### src/rtl/ballot_issue_console.sv
// Voter console: arms one ballot per ISSUE edge, drives ENABLE/VOTE_IN
// of a counting machine, times out abandoned ballots, counts votes.
module ballot_issue_console #(
  parameter int HOLD_CYCLES    = 2,
  parameter int TIMEOUT_CYCLES = 16,
  parameter int CNT_W          = 4
) (
  input  logic             CLK,
  input  logic             RESET,
  input  logic             ISSUE,
  input  logic             BTN_A,
  input  logic             BTN_B,
  input  logic             BTN_C,
  input  logic             ADMIN_RESET,
  output logic             ENABLE_OUT,
  output logic [1:0]       VOTE_OUT,
  output logic             BUSY,
  output logic             TIMEOUT,
  output logic [CNT_W-1:0] BALLOTS_ISSUED,
  output logic [2:0]       state
);

  localparam int TMAX =
    (TIMEOUT_CYCLES > HOLD_CYCLES) ? TIMEOUT_CYCLES : HOLD_CYCLES;
  localparam int TW = $clog2(TMAX + 1);
  localparam logic [CNT_W-1:0] CNT_MAX = '1;

  typedef enum logic [2:0] {
    IDLE  = 3'b000,
    ARMED = 3'b001,
    CAST  = 3'b010,
    GAP   = 3'b011,
    ABORT = 3'b100,
    LOCK  = 3'b101
  } state_t;

  state_t        cur;
  logic [TW-1:0] timer;
  logic          issue_q;
  logic          clean;
  logic [2:0]    btns;
  logic          any_btn;
  logic          one_hot;
  logic [1:0]    pick;

  assign state   = cur;
  assign btns    = {BTN_C, BTN_B, BTN_A};
  assign any_btn = |btns;

  always_comb begin
    pick    = 2'b00;
    one_hot = 1'b1;
    case (btns)
      3'b001:  pick = 2'b01;
      3'b010:  pick = 2'b10;
      3'b100:  pick = 2'b11;
      default: one_hot = 1'b0;
    endcase
  end

  always_ff @(posedge CLK) begin
    if (!RESET || ADMIN_RESET) begin
      cur            <= IDLE;
      ENABLE_OUT     <= 1'b0;
      VOTE_OUT       <= 2'b00;
      BUSY           <= 1'b0;
      TIMEOUT        <= 1'b0;
      BALLOTS_ISSUED <= '0;
      timer          <= '0;
      issue_q        <= 1'b0;
      clean          <= 1'b0;
    end else begin
      issue_q <= ISSUE;
      TIMEOUT <= 1'b0;
      case (cur)
        IDLE: begin
          if (ISSUE && !issue_q) begin
            cur        <= ARMED;
            ENABLE_OUT <= 1'b1;
            BUSY       <= 1'b1;
            timer      <= '0;
            clean      <= 1'b0;
          end
        end
        ARMED: begin
          timer <= timer + 1'b1;
          // buttons held since before arming never count
          if (!any_btn)
            clean <= 1'b1;
          if (clean && one_hot) begin
            cur      <= CAST;
            VOTE_OUT <= pick;
            timer    <= '0;
          end else if (timer == TW'(TIMEOUT_CYCLES - 1)) begin
            cur        <= ABORT;
            ENABLE_OUT <= 1'b0;
            TIMEOUT    <= 1'b1;
          end
        end
        CAST: begin
          if (timer == TW'(HOLD_CYCLES - 1)) begin
            cur      <= GAP;
            VOTE_OUT <= 2'b00;
          end else begin
            timer <= timer + 1'b1;
          end
        end
        GAP: begin
          cur        <= LOCK;
          ENABLE_OUT <= 1'b0;
          if (BALLOTS_ISSUED != CNT_MAX)
            BALLOTS_ISSUED <= BALLOTS_ISSUED + 1'b1;
        end
        ABORT: cur <= LOCK;
        LOCK: begin
          if (!ISSUE && !any_btn) begin
            cur  <= IDLE;
            BUSY <= 1'b0;
          end
        end
        default: begin
          cur        <= IDLE;
          ENABLE_OUT <= 1'b0;
          VOTE_OUT   <= 2'b00;
          BUSY       <= 1'b0;
        end
      endcase
    end
  end

endmodule

### config.mk
export PLATFORM = sky130hd
export DESIGN_NAME = ballot_issue_console
export DESIGN_NICKNAME = d
export VERILOG_FILES = /design/src/rtl/ballot_issue_console.sv
export SDC_FILE = /design/constraint.sdc
export NUM_CORES = 1
export LEC_CHECK = 0
export CAP_MARGIN = 5
export CORE_UTILIZATION = 50
export DETAILED_ROUTE_END_ITERATION = 10
export GPL_TIMING_DRIVEN = 0
export PLACE_DENSITY = 0.77
export SKIP_LAST_GASP = 1
export SYNTH_ARGS = -nofsm -noshare
export SYNTH_HDL_FRONTEND = slang
export SYNTH_SLANG_ARGS = --single-unit
### constraint.sdc
create_clock -name CLK -period 2.2 [get_ports CLK]
set_clock_uncertainty 0.1 [all_clocks]
set_input_delay 0.22 -clock CLK [delete_from_list [all_inputs] [get_ports CLK]]
set_output_delay 0.22 -clock CLK [all_outputs]
set_load 0.01 [all_outputs]
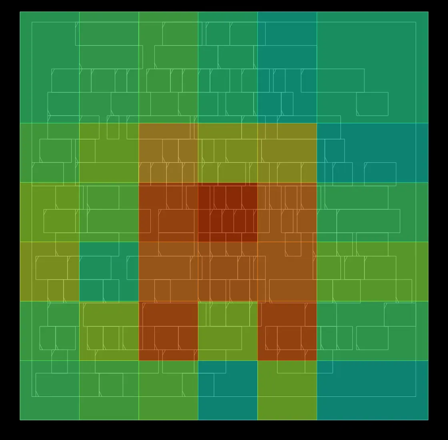
Run 1: track usage over the die
total track usage: 0.214
GR Util met3: 0.0340

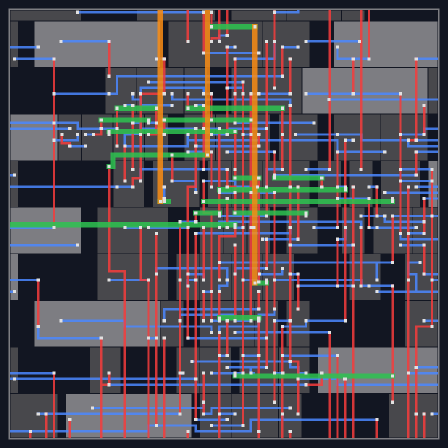
Run 1: layout detail
Region (11, 11) to (36, 36) microns. Cells in gray, sequential cells in the stronger gray; small squares are vias.
metal 2: marked red. metal 1: marked blue. metal 4: marked orange. metal 3: marked green.
Most frequent: dfxtp_1 (7), a21oi_1 (7), nand2_1 (7). 59 logic cells have their middle in the window. Netlist names of flops here include state (2). Sequential cells in the window: 7.

==> flow_summary.toml, run 1 <==
# flow metrics
[final_layout]
non_clock_buffer_count = 21
mostFrequentLayoutCell = "dfxtp_1"
largest_register_ffs = 5
design_area_sq_um = 1260
comb.multi_input.count = 92

[die]
chipArea_sq_um = 2250
row_count = 16
initial_utilization = 0.532

[clocking]
cts_tree = "built"
clockBufferDepth = 2
hold_buffers = 0
post_cts_resized = 0

[power]
total_power_mw = 0.623

[worst_setup_path]
critPathCaptureType = "flop"
cp-startpoint = "timer[1]"
path_class = "flop to flop"
r2r_start = "timer[1]"
cp_top_family = "simple AND/OR/NAND/NOR gates"

[global_routing]
antenna_found_initial = 0
busiest_layer = "met2"

[placed_design]
postPlaceCellArea_sq_um = 1240

[yosys]
ys_sh_xor = 0.0594

[hold_path]
worstHoldPathType = "primary input to flop"

[status]
status = "finished clean"

[final_timing]
finalSetupViolations = 0
fmax_ghz = 0.579

[drt]
vias = 931
wl_per_cell_microns = 12.7
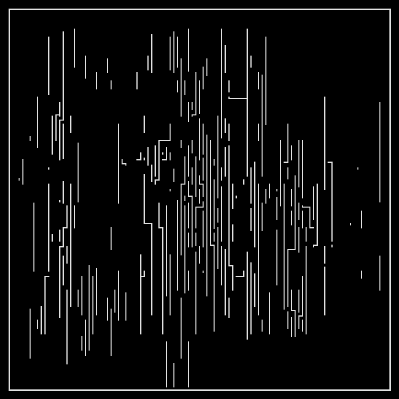
Run 1: the metal 2 layer
(8 px per micron)
131 nets have wire on it. The wires run mostly vertical. The layer holds 44% of the routed length. The layer carries 949 microns of wire. The longest straight run is 20.1 microns.

Run 1, sizing map:
(10 px per micron)
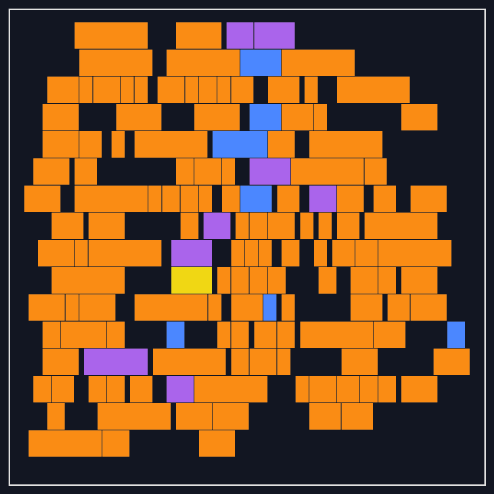

==> inputs of run 2 (changes only) <==
Settings changed: CORE_UTILIZATION 50 to 45, PLACE_DENSITY 0.77 to 0.73.
Clock period 2.2 ns to 1.4 ns, I/O delays scaled along.
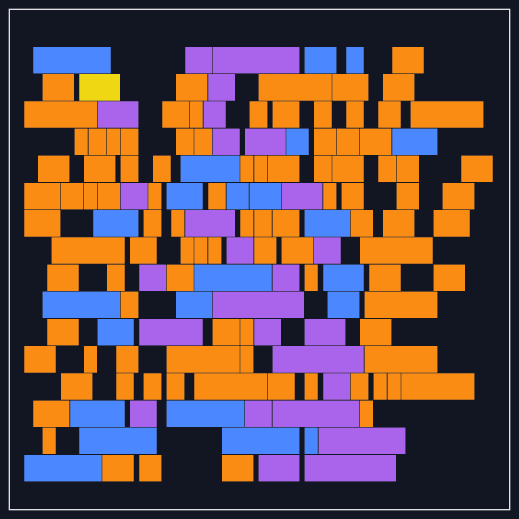
Run 2: sizing map
(10 px per micron)
_3 and _4 cells: marked purple, cells 26, share 18%, most used buf_4. _0 and _1 cells: marked orange, cells 98, share 66%, most used dlygate4sd2_1. _6 and larger: marked yellow, cells 1, share 0.68%, most used buf_6. _2 cells: marked blue, cells 23, share 16%, most used dfxtp_2.

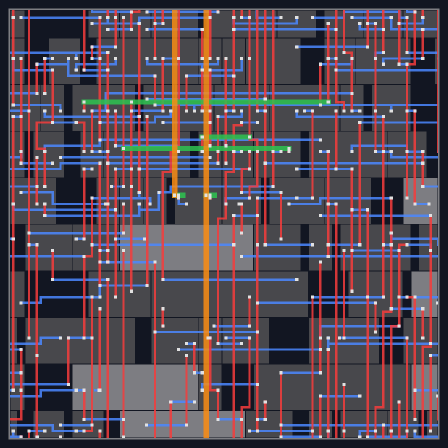
Run 2: layout detail
Region (12, 12) to (37, 37) microns. Cells in gray, sequential cells in the stronger gray; small squares are vias.
metal 2: marked red. metal 4: marked orange. metal 3: marked green. metal 1: marked blue.
65 logic cells have their middle in the window. Most frequent: buf_4 (6), nor2_1 (5), nand2_1 (5). Sequential cells in the window: 3.

==> run 2 against run 1 <==
Clock-buffer cell count unchanged. The flow now finishes with violations (negative setup slack). Synthesized cell count unchanged. Final area increased by 14%. Total power increased by 65%. Flip-flop count unchanged. Non-clock buffer count increased by 7. Core utilization increased by 4.5 points. Fmax increased by 6.8%. Sequential power increased by 57%. Area after synthesis unchanged. Highest routed layer unchanged. Sequential share of layout area decreased by 2.5 points.
==> flow_summary.toml, run 2 <==
# flow metrics
[status]
status = "complete, but fails checks"
violations = "negative setup slack"

[die]
chipArea_sq_um = 2490
initial_utilization = 0.501

[drt]
vias = 987
wl_per_cell_microns = 14.4

[clocking]
post_cts_resized = 30
clockBufferDepth = 2

[final_timing]
worst_slack_ps = -216
finalSetupViolations = 10

[global_routing]
grt_usage = 0.213
antenna_found_initial = 0

[hold_path]
worstHoldPathType = "primary input to flop"

[final_layout]
non_clock_buffer_count = 28
comb.multi_input.count = 92

[power]
total_power_mw = 1.02

[worst_setup_path]
r2r_start = "timer[1]"
cp_top_family = "simple AND/OR/NAND/NOR gates"
path_class = "flop to flop"

[placed_design]
postPlaceCellArea_sq_um = 1260
Run 2, the metal 2 layer:
(8 px per micron)
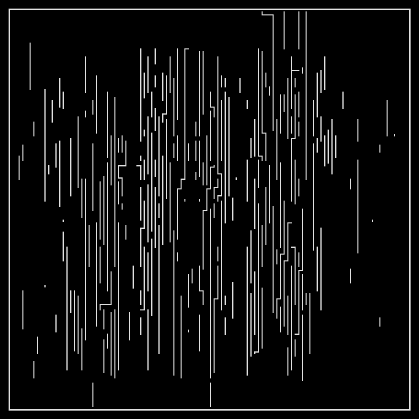

==> inputs of run 3 (changes only) <==
Settings changed: TNS_END_PERCENT from default to 10.
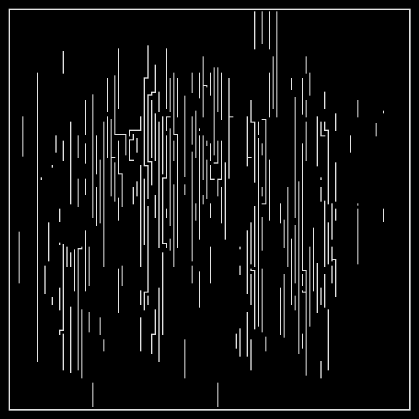
Run 3: the metal 2 layer
(8 px per micron)
131 nets have wire on it. The layer carries 1090 microns of wire. The longest straight run is 36.0 microns. The layer holds 48% of the routed length. The wires run mostly vertical.

==> run 3 against run 2 <==
The run still ends with negative setup slack left. Critical path type unchanged. Worst setup slack gained 44 ps. Flip-flop count is the same. Non-clock buffer count shrank 5. Area after synthesis is the same. Register-to-register slack gained 40 ps. Combinational power shrank 3%. Highest routed layer unchanged. Cell count shrank 2.9%. Critical path depth shrank 1. Global-route usage shrank 1.9 points. Core utilization shrank 3.6 points.
==> flow_summary.toml, run 3 <==
# flow metrics
[status]
status = "complete, but fails checks"
violations = "negative setup slack"

[drt]
vias = 925
wl_per_cell_microns = 13.4

[final_layout]
diodes = 0
nClkBuffers = 3

[global_routing]
use_met2 = 0.297
antenna_found_initial = 0
met3_usage = 0.0679
grt_usage = 0.194

[yosys]
yosysSeqAreaShare = 0.368
yosysUniqueCellTypes = 42

[worst_setup_path]
cp_top_family = "simple AND/OR/NAND/NOR gates"
r2r_end = "timer[2]"
crit_chain = "ha_4 -> nor4b_4 -> or3_4 -> a21boi_2 -> xnor2_1 -> nor2_1"
r2r_start = "timer[0]"

[die]
chipArea_sq_um = 2490
initial_utilization = 0.501

[power]
clk-power_mw = 0.282
total_power_mw = 0.996
comb_power_share = 0.151
p_leak_nw = 0.469

[hold_path]
worstHoldPathType = "primary input to flop"

[clocking]
clockBufferDepth = 2

[placed_design]
postPlaceCellArea_sq_um = 1260
dp_cells = 164

[final_timing]
finalSetupViolations = 23
worst_slack_ps = -172
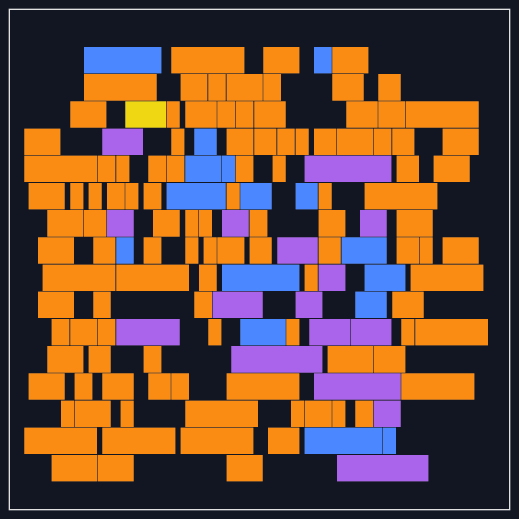
Run 3: sizing map
(10 px per micron)
Signal buffers: 23
area delta synth->final: 31.8%
setup ws final: -172 ps
final instance area: 1360 sq um


==> screenshots <==
Register map, names as in the netlist.
(8 px per micron) Other sequential cells in the stronger gray, the rest of the logic in the fainter gray.
Plate I
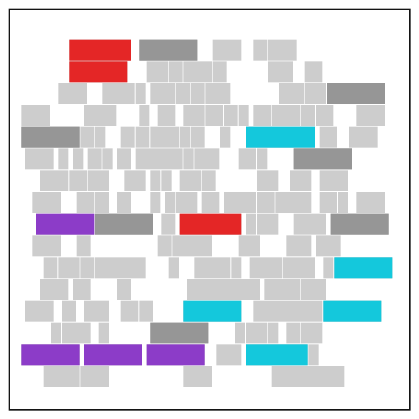
Plate II
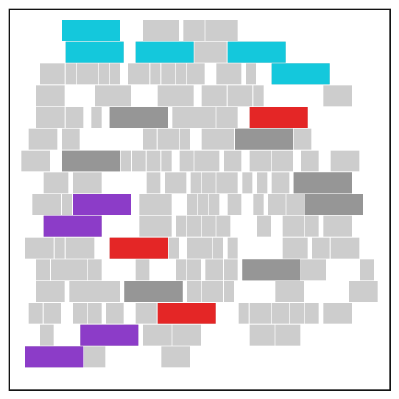
Plate III
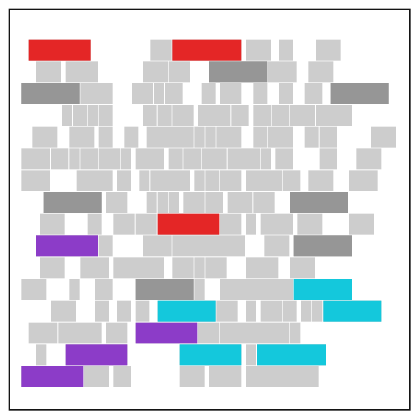
- Plate II = run 1
- Plate III = run 2
- Plate I = run 3

Power is estimated from default activity; no workload was simulated.
